Design sample_framer, sky130hd; sources not shown.
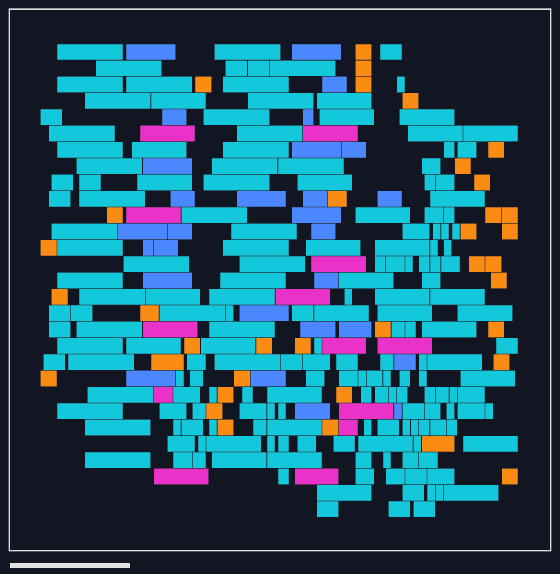
Figure 1: sizing map.
Scale bar: 20 um.
Key: _2 cells = blue [cells 28, share 11%]; _6 and larger = magenta [cells 13, share 5.0%]; _3 and _4 cells = orange [cells 36, share 14%]; _0 and _1 cells = cyan [cells 184, share 70%]
final cell area excluding filler cells: 0.00392 mm^2
synth-to-layout area growth: 25.2%
setup slack after layout: 0.208 ns
count of plain and timing-repair buffers: 51

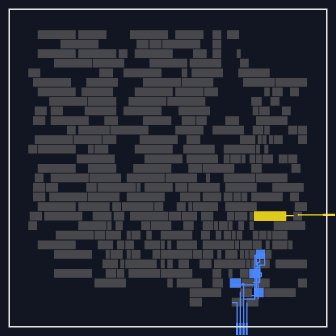
Figure 2: wires at chosen ports, followed through buffers.
Key: out_valid = yellow [bits 1, direction output, edge east, end cells 1, buffers 1, wire 10.4 um]; frame_len = blue [bits 4, direction input, edge south, end cells 5, buffers 4, wire 109 um]
Top-Level Pins: 41
input/output buffers: 40

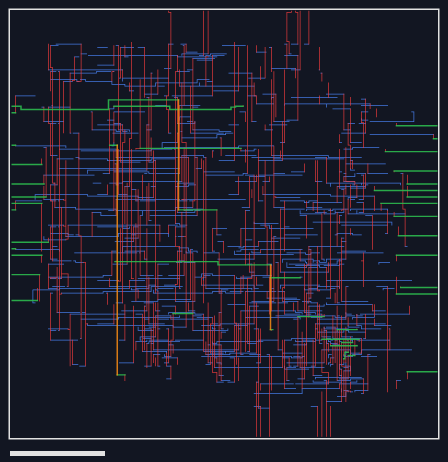
Figure 3: routed metal, one colour a layer.
Scale bar: 20 um.
Key: metal 1 = blue [wire length 2400 um]; metal 2 = red [wire length 2740 um]; metal 3 = green [wire length 339 um]; metal 4 = orange [wire length 85.0 um]
vias after detailed routing: 1778
total wirelength of the detailed-routed design: 5560 um
Total GRT Usage: 14.3%
final routed wire length divided by cell count: 16.5 um

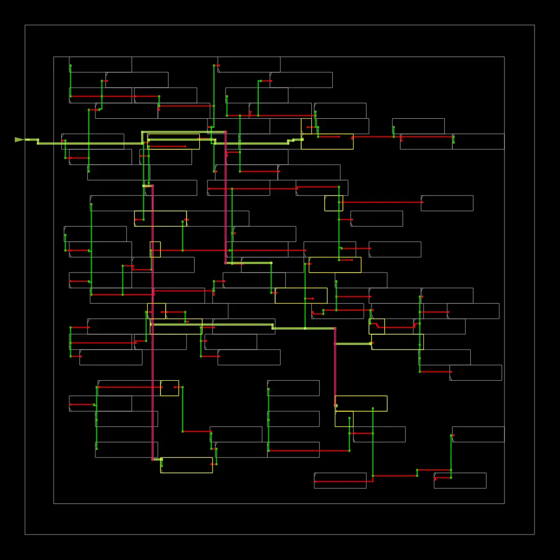
Figure 4: the clock network.
clock buffers: 9
count of sequential standard cells: 74

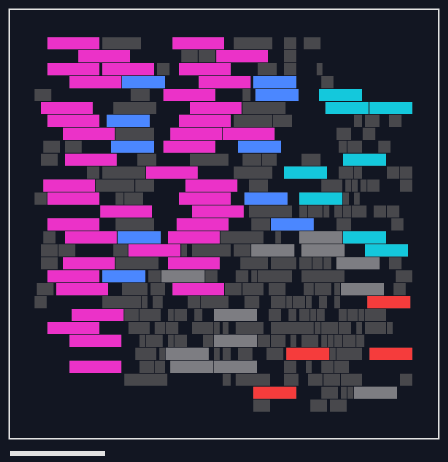
Figure 5: register map, names as in the netlist.
Scale bar: 20 um. Other sequential cells in the stronger grey, the rest of the logic in the fainter grey.
Key: frame_count = cyan [sequential cells 8]; u_fifo.mem_r = magenta [sequential cells 40]; rem_r = red [sequential cells 4, where south-east]; out_data = blue [sequential cells 10]
Another 12 sequential cells are not coloured.
power dissipated in sequential cells: 1.83 mW
sequential cell area share: 52.3%

==> flow_results.org <==
* Flow results

** STA
- Post-layout min period :: roughly 2.0 ns
- The last timing report of the flow puts the setup violation total at 0.

** Floorplanning
- According to the floorplan report, the die width is 89.9 um.
- The floorplan step defined a die boundary enclosing 0.00809 mm^2.

** Clock network
- The cell sitting at the root of the clock tree is a sky130_fd_sc_hd__clkbuf_16.
- Maximum buffer depth of the clock tree :: 2
- CTS tree :: yes

** Global routing
- Met1 Usage GRT :: around 18%
- Overflow left after global routing :: 0
- Global-route wire length before repair :: 9050 um
- For met3 alone, demand over resource in global routing was under 10%.

** Synth
- In this run, synthesis inferred 40 flip-flops with an integrated enable.
- Leading cell types by count after synthesis :: sky130_fd_sc_hd__edfxtp_1, sky130_fd_sc_hd__dfrtp_1, sky130_fd_sc_hd__nor2_1
- The most common cell in the synthesized netlist is sky130_fd_sc_hd__edfxtp_1.
- Looking at the cell usage after synthesis, the top flip-flop cell is sky130_fd_sc_hd__edfxtp_1.
- Main area contributors :: sky130_fd_sc_hd__edfxtp_1, sky130_fd_sc_hd__dfrtp_1, sky130_fd_sc_hd__mux4_2

** Pwr
- The report lists the power per cell area as between 1000 and 1500 mW/mm^2.
- Leakage :: 1.60 nW

** Critical path
- Data on the critical path is required at its endpoint by approximately 1.8 ns.
- Along the worst path, the maximum fanout reaches 6.
- Setup crit end kind :: primary output
- Among all stages on the critical path, the maximum delay recorded is 0.47 ns.

** Outcome
- Outcome :: finished clean

** Worst hold path
- The type recorded for the worst min-delay path is reg -> reg.

** Placed design
- Per the post-place timing report, worst setup slack is approximately 0.16 ns.

** Layout
- Max reg flops :: ~40
- In the final layout, the fill cell count is about 460.

** Job
- Maximum capacitance violations :: 0
logic make-up after synthesis:
family                     share of synthesized area, %
buffers and inverters                              2.32
muxes                                              13.3
xor gates and xnor gates                           4.39
other                                             0.120
AOI/OAI and AO/OA                                  4.51
and+or+nand+nor                                    6.19
adders and majority gates                          3.60
DFF                                                65.5
placed cells by master (no fill, tap or decap), types with 8 or more instances in the layout:
master,Yosys,routed
sky130_fd_sc_hd__edfxtp_1,40,40
sky130_fd_sc_hd__dfrtp_1,34,34
sky130_fd_sc_hd__buf_4,0,31
sky130_fd_sc_hd__clkdlybuf4s50_1,0,18
sky130_fd_sc_hd__nor2_1,13,13
sky130_fd_sc_hd__nand2_1,11,11
sky130_fd_sc_hd__mux4_2,10,10
sky130_fd_sc_hd__mux2_2,10,10
sky130_fd_sc_hd__ha_1,9,9
sky130_fd_sc_hd__clkbuf_16,0,9
sky130_fd_sc_hd__inv_1,8,8
layer usage:
layer | share of wire [%] | vias to the layer above | routed length (um)
met3 | 6.1 | 8 | 339
met4 | 1.5 | 0 | 85
met1 | 43 | 870 | 2400
met5 | 0 | - | 0
met2 | 49 | 53 | 2740
li1 | - | 847 | -
power breakdown:
part / internal [mW] / switching, mW / leakage (nW)
registers: 1.67 / 0.164 / 0.792
clock network: 0.769 / 0.559 / 0.136
logic: 0.496 / 1.34 / 0.676
total: 2.93 / 2.06 / 1.60
area by class of cell:
| class | count | share of cell area, % |
|---|---|---|
| Multi-Input combinational cell | 111 | 25.7 |
| Inverter | 9 | 0.862 |
| Clock inverter | 7 | 1.34 |
| Tap cell | 77 | 2.46 |
| Timing Repair Buffer | 51 | 11.6 |
| Sequential cell | 74 | 52.3 |
| Clock buffer | 9 | 5.75 |
worst reg2reg max path: cells and delay by family (launching register included):
family,cells,cell delay [ns]
DFF,1,0.47
AOI/OAI and AO/OA,1,0.46
and+or+nand+nor,2,0.30
xor gates and xnor gates,1,0.23
buffers and inverters,1,0.18
stage by stage:
stage / utilization [%] / hold WS, ns
after detailed placement: 58.0 / 0.468
after CTS: 62.4 / 0.475
after global placement: 58.0 / 0.464
after floorplan: - / 0.503
final: 62.4 / 0.466
after global routing: 62.4 / 0.512
Power figures rest on the tool's default switching activity, not on a simulated workload.
